`src/rtl/fft_pkg.sv`:
```
// Shared types and elaboration-time helpers for the fft_step butterfly stage.
// Arithmetic runs on sign-extended 64-bit halves and is narrowed once it has been saturated.
package fft_pkg;

  localparam int unsigned CPLX_W = 64;
  localparam int unsigned LOG2N  = 2;

  typedef struct packed {
    logic signed [CPLX_W-1:0] re;
    logic signed [CPLX_W-1:0] im;
  } cplx_t;

  typedef enum logic [1:0] {WOne, WNegJ, WGen} wclass_t;

  // W_N^k in Q1.(halfw-1), rounded to nearest; +1.0 clamps to the largest positive code
  function automatic cplx_t twiddle(input int unsigned k, input int unsigned n,
                                    input int unsigned halfw);
    real   ang;
    real   scale;
    real   c;
    real   s;
    cplx_t w;
    scale = 1.0;
    for (int unsigned b = 1; b < halfw; b++) scale = scale * 2.0;
    ang = 6.283185307179586 * $itor(k) / $itor(n);
    c   = $cos(ang) * scale;
    s   = -$sin(ang) * scale;
    if (c > scale - 1.0) c = scale - 1.0;
    if (s > scale - 1.0) s = scale - 1.0;
    w.re = longint'(c);
    w.im = longint'(s);
    return w;
  endfunction

  function automatic logic signed [CPLX_W-1:0] rnd_mul(input logic signed [CPLX_W-1:0] a,
                                                       input logic signed [CPLX_W-1:0] w,
                                                       input int unsigned halfw);
    logic signed [CPLX_W-1:0] bias;
    logic signed [CPLX_W-1:0] prod;
    bias = 64'sd1 <<< (halfw - 2);
    prod = a * w + bias;
    return prod >>> (halfw - 1);
  endfunction

  function automatic logic signed [CPLX_W-1:0] sat_add(input logic signed [CPLX_W-1:0] a,
                                                       input logic signed [CPLX_W-1:0] b,
                                                       input int unsigned halfw);
    logic signed [CPLX_W-1:0] max_v;
    logic signed [CPLX_W-1:0] min_v;
    logic signed [CPLX_W-1:0] sum;
    max_v = (64'sd1 <<< (halfw - 1)) - 64'sd1;
    min_v = -max_v - 64'sd1;
    sum   = a + b;
    if (sum > max_v) sum = max_v;
    if (sum < min_v) sum = min_v;
    return sum;
  endfunction

  // Butterfly p of stage s: top index i, bottom index j, twiddle exponent k
  function automatic void pair_of(input int unsigned p, input int unsigned s,
                                  input int unsigned n, output int unsigned i,
                                  output int unsigned j, output int unsigned k);
    int unsigned half;
    half = 1 << s;
    i    = (p / half) * 2 * half + (p % half);
    j    = i + half;
    k    = (p % half) * (n / (2 * half));
  endfunction

  function automatic wclass_t wclass_of(input int unsigned k, input int unsigned n);
    if (k == 0) return WOne;
    if (4 * k == n) return WNegJ;
    return WGen;
  endfunction

endpackage

```
`src/rtl/fft_step_if.sv`:
```
// Frame-in / spectrum-out bundle for fft_step; master drives frames, slave is the stage.
interface fft_step_if #(
  parameter int unsigned SAMPLES = 4,
  parameter int unsigned WIDTH   = 32
);
  localparam int unsigned LOG2_SAMPLES = $clog2(SAMPLES);
  localparam int unsigned SW = (LOG2_SAMPLES > 1) ? $clog2(LOG2_SAMPLES) : 1;

  logic             in_valid;
  logic [WIDTH-1:0] sampleInputs [SAMPLES-1:0];
  logic [SW-1:0]    stage_number;
  logic             out_valid;
  logic [WIDTH-1:0] display_stream1_1 [SAMPLES-1:0];

  modport master (
    output in_valid, sampleInputs, stage_number,
    input  out_valid, display_stream1_1
  );

  modport slave (
    input  in_valid, sampleInputs, stage_number,
    output out_valid, display_stream1_1
  );
endinterface

```
`src/rtl/fft_butterfly.sv`:
```
// One radix-2 butterfly: (a + W*b, a - W*b) with per-half saturation.
// W = 1 and W = -j skip the multiplier and are formed exactly.
module fft_butterfly
  import fft_pkg::*;
#(
  parameter int unsigned HALF_W = 16
) (
  input  cplx_t                 a_i,
  input  cplx_t                 b_i,
  input  cplx_t                 w_i,
  input  wclass_t               wclass_i,
  output logic [2*HALF_W-1:0]   sum_o,
  output logic [2*HALF_W-1:0]   diff_o
);

  cplx_t wb;

  always_comb begin
    wb = b_i;
    case (wclass_i)
      WOne: wb = b_i;
      WNegJ: begin
        wb.re = b_i.im;
        wb.im = -b_i.re;
      end
      default: begin
        wb.re = rnd_mul(b_i.re, w_i.re, HALF_W) - rnd_mul(b_i.im, w_i.im, HALF_W);
        wb.im = rnd_mul(b_i.re, w_i.im, HALF_W) + rnd_mul(b_i.im, w_i.re, HALF_W);
      end
    endcase
  end

  always_comb begin
    sum_o  = {HALF_W'(sat_add(a_i.im, wb.im, HALF_W)), HALF_W'(sat_add(a_i.re, wb.re, HALF_W))};
    diff_o = {HALF_W'(sat_add(a_i.im, -wb.im, HALF_W)),
              HALF_W'(sat_add(a_i.re, -wb.re, HALF_W))};
  end

endmodule

```
`src/rtl/fft_step.sv`:
```
// Registered radix-2 DIT butterfly stage over a full SAMPLES-word frame.
// Define FFT_STEP_RUNTIME_STAGE_EN to pick the stage from stage_number instead of STAGE.
module fft_step
  import fft_pkg::*;
#(
  parameter int unsigned SAMPLES = 4,
  parameter int unsigned WIDTH   = 32,
  parameter int unsigned STAGE   = 0
) (
  input  logic     clk,
  input  logic     rst,
  fft_step_if.slave bus
);

  localparam int unsigned HW           = WIDTH / 2;
  localparam int unsigned LOG2_SAMPLES = $clog2(SAMPLES);
  localparam int unsigned PAIRS        = SAMPLES / 2;
  localparam int unsigned IW           = LOG2_SAMPLES;
  localparam int unsigned PW           = (PAIRS > 1) ? $clog2(PAIRS) : 1;
  localparam int unsigned SW           = (LOG2_SAMPLES > 1) ? $clog2(LOG2_SAMPLES) : 1;
  localparam int unsigned STAGE_MAX    = LOG2_SAMPLES - 1;

  cplx_t            x      [SAMPLES-1:0];
  cplx_t            tw     [SAMPLES-1:0];
  cplx_t            a_sel  [PAIRS-1:0];
  cplx_t            b_sel  [PAIRS-1:0];
  cplx_t            w_sel  [PAIRS-1:0];
  wclass_t          wc_sel [PAIRS-1:0];
  logic [WIDTH-1:0] bf_sum [PAIRS-1:0];
  logic [WIDTH-1:0] bf_diff[PAIRS-1:0];
  logic [WIDTH-1:0] out_d  [SAMPLES-1:0];
  logic [WIDTH-1:0] out_q  [SAMPLES-1:0];
  logic             valid_d, valid_q;
  logic [SW-1:0]    stage_sel;

  for (genvar n = 0; n < SAMPLES; n++) begin : g_in
    localparam cplx_t TwC = twiddle(n, SAMPLES, HW);
    assign tw[n] = TwC;
    assign x[n]  = '{re: CPLX_W'($signed(bus.sampleInputs[n][HW-1:0])),
                     im: CPLX_W'($signed(bus.sampleInputs[n][WIDTH-1:HW]))};
  end

`ifdef FFT_STEP_RUNTIME_STAGE_EN
  always_comb begin
    if (32'(bus.stage_number) > STAGE_MAX) stage_sel = SW'(STAGE_MAX);
    else stage_sel = bus.stage_number;
  end
`else
  logic unused_stage_number;
  assign unused_stage_number = ^bus.stage_number;
  assign stage_sel = SW'((STAGE > STAGE_MAX) ? STAGE_MAX : STAGE);
`endif

  // Only the stage matching stage_sel drives each butterfly; a constant select prunes the rest
  always_comb begin
    int unsigned pi, pj, pk;
    pi = 0;
    pj = 0;
    pk = 0;
    for (int unsigned p = 0; p < PAIRS; p++) begin
      a_sel[PW'(p)]  = x[0];
      b_sel[PW'(p)]  = x[0];
      w_sel[PW'(p)]  = tw[0];
      wc_sel[PW'(p)] = WOne;
      for (int unsigned s = 0; s < LOG2_SAMPLES; s++) begin
        if (SW'(s) == stage_sel) begin
          pair_of(p, s, SAMPLES, pi, pj, pk);
          a_sel[PW'(p)]  = x[IW'(pi)];
          b_sel[PW'(p)]  = x[IW'(pj)];
          w_sel[PW'(p)]  = tw[IW'(pk)];
          wc_sel[PW'(p)] = wclass_of(pk, SAMPLES);
        end
      end
    end
  end

  for (genvar p = 0; p < PAIRS; p++) begin : g_bf
    fft_butterfly #(
      .HALF_W (HW)
    ) u_bf (
      .a_i      (a_sel[p]),
      .b_i      (b_sel[p]),
      .w_i      (w_sel[p]),
      .wclass_i (wc_sel[p]),
      .sum_o    (bf_sum[p]),
      .diff_o   (bf_diff[p])
    );
  end

  always_comb begin
    int unsigned pi, pj, pk;
    pi      = 0;
    pj      = 0;
    pk      = 0;
    out_d   = out_q;
    valid_d = bus.in_valid;
    if (bus.in_valid) begin
      for (int unsigned p = 0; p < PAIRS; p++) begin
        for (int unsigned s = 0; s < LOG2_SAMPLES; s++) begin
          if (SW'(s) == stage_sel) begin
            pair_of(p, s, SAMPLES, pi, pj, pk);
            out_d[IW'(pi)] = bf_sum[PW'(p)];
            out_d[IW'(pj)] = bf_diff[PW'(p)];
          end
        end
      end
    end
  end

  always_ff @(posedge clk) begin
    if (rst) begin
      valid_q <= 1'b0;
      out_q   <= '{default: '0};
    end else begin
      valid_q <= valid_d;
      out_q   <= out_d;
    end
  end

  assign bus.out_valid         = valid_q;
  assign bus.display_stream1_1 = out_q;

endmodule

```
`src/flat_wrapper.sv`:
```
// flat-port wrapper written by rule: the top's interface ports become plain ports
module fft_step_flat import fft_pkg::*;
#(
  parameter int unsigned SAMPLES = 4,
  parameter int unsigned WIDTH   = 32,
  parameter int unsigned STAGE   = 0
)
  (clk, rst, bus_in_valid, bus_sampleInputs, bus_stage_number, bus_out_valid, bus_display_stream1_1);
  fft_step_if #(.SAMPLES(SAMPLES), .WIDTH(WIDTH)) bus_i ();
  input  logic clk;
  input  logic rst;
  input wire logic [$bits(bus_i.in_valid)-1:0] bus_in_valid;
  input wire logic [$bits(bus_i.sampleInputs)-1:0] bus_sampleInputs;
  input wire logic [$bits(bus_i.stage_number)-1:0] bus_stage_number;
  output wire logic [$bits(bus_i.out_valid)-1:0] bus_out_valid;
  output wire logic [$bits(bus_i.display_stream1_1)-1:0] bus_display_stream1_1;
  assign bus_i.in_valid = bus_in_valid;
  assign bus_i.sampleInputs = {>>{bus_sampleInputs}};
  assign bus_i.stage_number = bus_stage_number;
  assign bus_out_valid = bus_i.out_valid;
  assign bus_display_stream1_1 = {>>{bus_i.display_stream1_1}};
  fft_step #(.SAMPLES(SAMPLES), .WIDTH(WIDTH), .STAGE(STAGE)) u_core (.clk(clk), .rst(rst), .bus(bus_i));
endmodule
```
`config.mk`:
```
export PLATFORM = sky130hd
export DESIGN_NAME = fft_step_flat
export DESIGN_NICKNAME = d
export VERILOG_FILES = /design/src/rtl/fft_pkg.sv /design/src/rtl/fft_step_if.sv /design/src/rtl/fft_butterfly.sv /design/src/rtl/fft_step.sv /design/src/flat_wrapper.sv
export SDC_FILE = /design/constraint.sdc
export NUM_CORES = 1
export LEC_CHECK = 0
export CAP_MARGIN = 20
export CELL_PAD_IN_SITES_DETAIL_PLACEMENT = 0
export CELL_PAD_IN_SITES_GLOBAL_PLACEMENT = 2
export CORE_MARGIN = 3
export CORE_UTILIZATION = 29
export CTS_CLUSTER_SIZE = 28
export DETAILED_ROUTE_END_ITERATION = 12
export PLACE_DENSITY = 0.76
export SYNTH_ARGS = -nofsm -noshare
export SYNTH_HDL_FRONTEND = slang
export SYNTH_SLANG_ARGS = --single-unit
```
`constraint.sdc`:
```
create_clock -name clk -period 5.32 [get_ports clk]
set_input_delay 1.064 -clock clk [delete_from_list [all_inputs] [get_ports clk]]
set_output_delay 1.064 -clock clk [all_outputs]
set_load 0.005 [all_outputs]
```
Signal metal coverage by tile:
Scale bar: 50 um. 23 x 23 tiles, from dark blue (low) to red (high), scaled to the fullest tile. Values are wire area over tile area, all layers added.
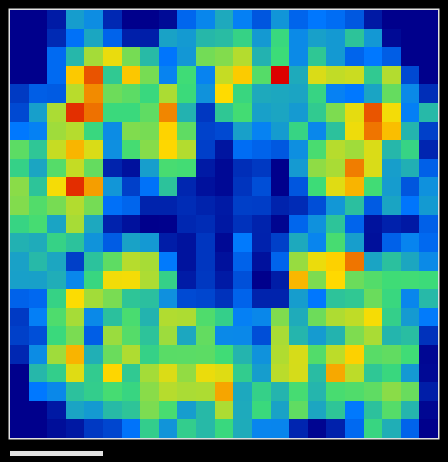
The fullest tile reaches 0.39. The emptiest ninth of the die: center. 31% of the tiles are over half the peak. The mean over all tiles is 0.15. 7.4% of the tiles are nearly empty.

Clock wires, drivers and flops:
Scale bar: 50 um.
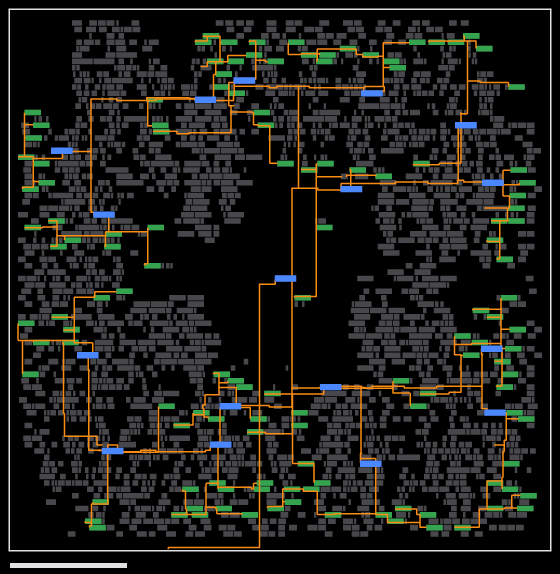
Key: orange = clock wires [length 2710 um]; blue = clock-net drivers [count 17]; green = flip-flops [count 129]
Position of the flops: all over the die. There are 18 routed clock nets.

==> out/qor.csv <==
metric;value;unit
whs_endpoint;u_core.bus.display_stream1_1[92];
whs_path_depth;2;
top_level_ports;261;
timing.rr.end;u_core.bus.display_stream1_1[51];
routed_wl;50.1;mm
period_used_share;0.977;
final_area;22100;um^2
comb_area;12000;um^2
fin_skew;0;ns
n_clock_buffer;20;
rsz0062_at_grt;yes;
final_cell_mix;buf_4 (331), nor2_1 (224), clkdlybuf4s50_1 (213), inv_1 (138), dfxtp_1 (129);
insertion_delay;0.48;ns
die.size.y;230;um
crit_path_end;u_core.bus.display_stream1_1[62];
drt-vias-per-instance;4.84;
wl_per_cell;16.8;um
edf_count;0;
cts_buffers;17;
top_cell;nor2_1;
end_kind;register;
min-delay-start;u_core.bus.display_stream1_1[92];
met3_usage;0.0299;
timing.rr.start;u_core.bus.display_stream1_1[51];
cts_buffer_depth;2;
n_tap_cell;664;
swShare;0.368;
grt-ovfl-total;0;
combPwrFrac;0.499;
inverters_excl_clock;149;
cp-startpoint;bus_sampleInputs[17];
hold_violations;0;
drt_first_pass_iters;5;
synthCells;1765;
finalMaxSlewViolations;0;
cp_num_cells;20;
nets;2680;
wl_met3;1.84;mm
cts_resized;95;
drive_above_1_share;0.247;
common_cells;nor2_1 (231), a21oi_1 (155), inv_1 (148);
fillCellCount;4888;
met1_length;22.7;mm
core_util_floorplan;0.295;
status;finished clean;
grt_max_degree;80;
crit_chain;dlygate4sd2_1, ha_1, nor2b_1, o31a_1, a21oi_2, a211o_1, a21oi_2, or2_4, fa_2, inv_2, fa_1, or4_4, nor4_4, buf_4, nand2_2, o311ai_4, buf_6, buf_8, nand2_2, a211oi_2;
crit_arrival;5.59;ns
p_leak;9.47;nW
fmax;192;MHz
cp_num_buf_inv;5;
vias;14400;
portBuffers;259;
setup_violations;0;
seq_share;0.117;
crit_path_max_fanout;5;
dieArea;52900;um^2
yosysTopAreaCellShare;0.178;
synth-main-ff-cell;dfxtp_1;
cts.clk_slew.worst_paths;0.06;ns
design.seq.count;129;
slowest_delay;0.54;ns
p_sw;0.00179;W
reg2reg_slack;4.43;ns
logic_gate_count;1397;
ir_drop;0.198;mV
ys.warnings.count;0;
cpLargestDelayFamily;simple AND/OR/NAND/NOR gates;
rows;81;
clock_cell_area_share;0.0282;
grt_pass1_vias;14500;
yosysSeqAreaShare;0.178;
final_common_cell;buf_4;
dp.cells;2901;
hold_ws;0.456;ns
ys_area;14500;um^2
yosysTopAreaCell;dfxtp_1;
top_layer_used;met4;
drv_cap;0;
htree_levels;4;
power.internal;0.00308;W
grt_antenna_before_repair;0;
reg2reg_depth;3;
total_power;0.00487;W
fin_setup_tns;0;ns
p_seq_frac;0.235;
buf_share;0.247;
die_w;230;um
synth-async-reset-ratio;0;
drcViolationCount;0;
post-route-util;0.448;
postCtsSetupBuffers;19;
dp_slack;-1.12;ns
relSlewSlack;0.311;
cts_tree;yes;
gr-max-usage-layer;met2;
grtUsageTotal;0.185;
met2_length;24.9;mm
clock-root-buffer;clkbuf_16;
drt_iter0_drc;619;
areaGrowthSynthToFinish;51.8;%
worstMarginPinSlew;1.03;ns
dp_hpwl;38.4;mm
required;5.71;ns
ff_latch_area;2580;um^2
clkPwrFrac;0.267;
ys_cells;1765;
setup_ws;0.123;ns
largestClassByArea;multi-input combinational cells;
powerDensity;221;nW/um^2
startpoint_type;input port;
largest_register_ffs;128;
core;49300;um^2
nNonClkBuffers;606;
netlist_area;14500;um^2
grt_pass1_wl;78.4;mm
met1_usage;0.239;
topCellsByArea;dfxtp_1 (18%), fa_1 (17%), ha_1 (11%);
## logic make-up (layout without fill, tap and decap cells)
kind of cell    Yosys count  after routing  share of synthesized area
compound gates          449            450                      0.211
buf+inv                 240            787                     0.0666
mux                       5              5                    0.00353
flops                   129            129                      0.178
fa+ha+maj               278            278                      0.296
xor+xnor                 82             82                     0.0494
simple gates            582            582                      0.196
## power groups by stage
stage | sequential [W] | combinational [W] | clock, W
6_report | 0.00114 | 0.00243 | 0.00130
2_1_floorplan | 0.00116 | 0.00116 | 0
3_5_place_dp | 0.00117 | 0.00218 | 0
5_1_grt | 0.00116 | 0.00267 | 0.00137
3_3_place_gp | 0.00117 | 0.00217 | 0
4_1_cts | 0.00115 | 0.00232 | 0.00135
Power and IR drop assume default switching activity.
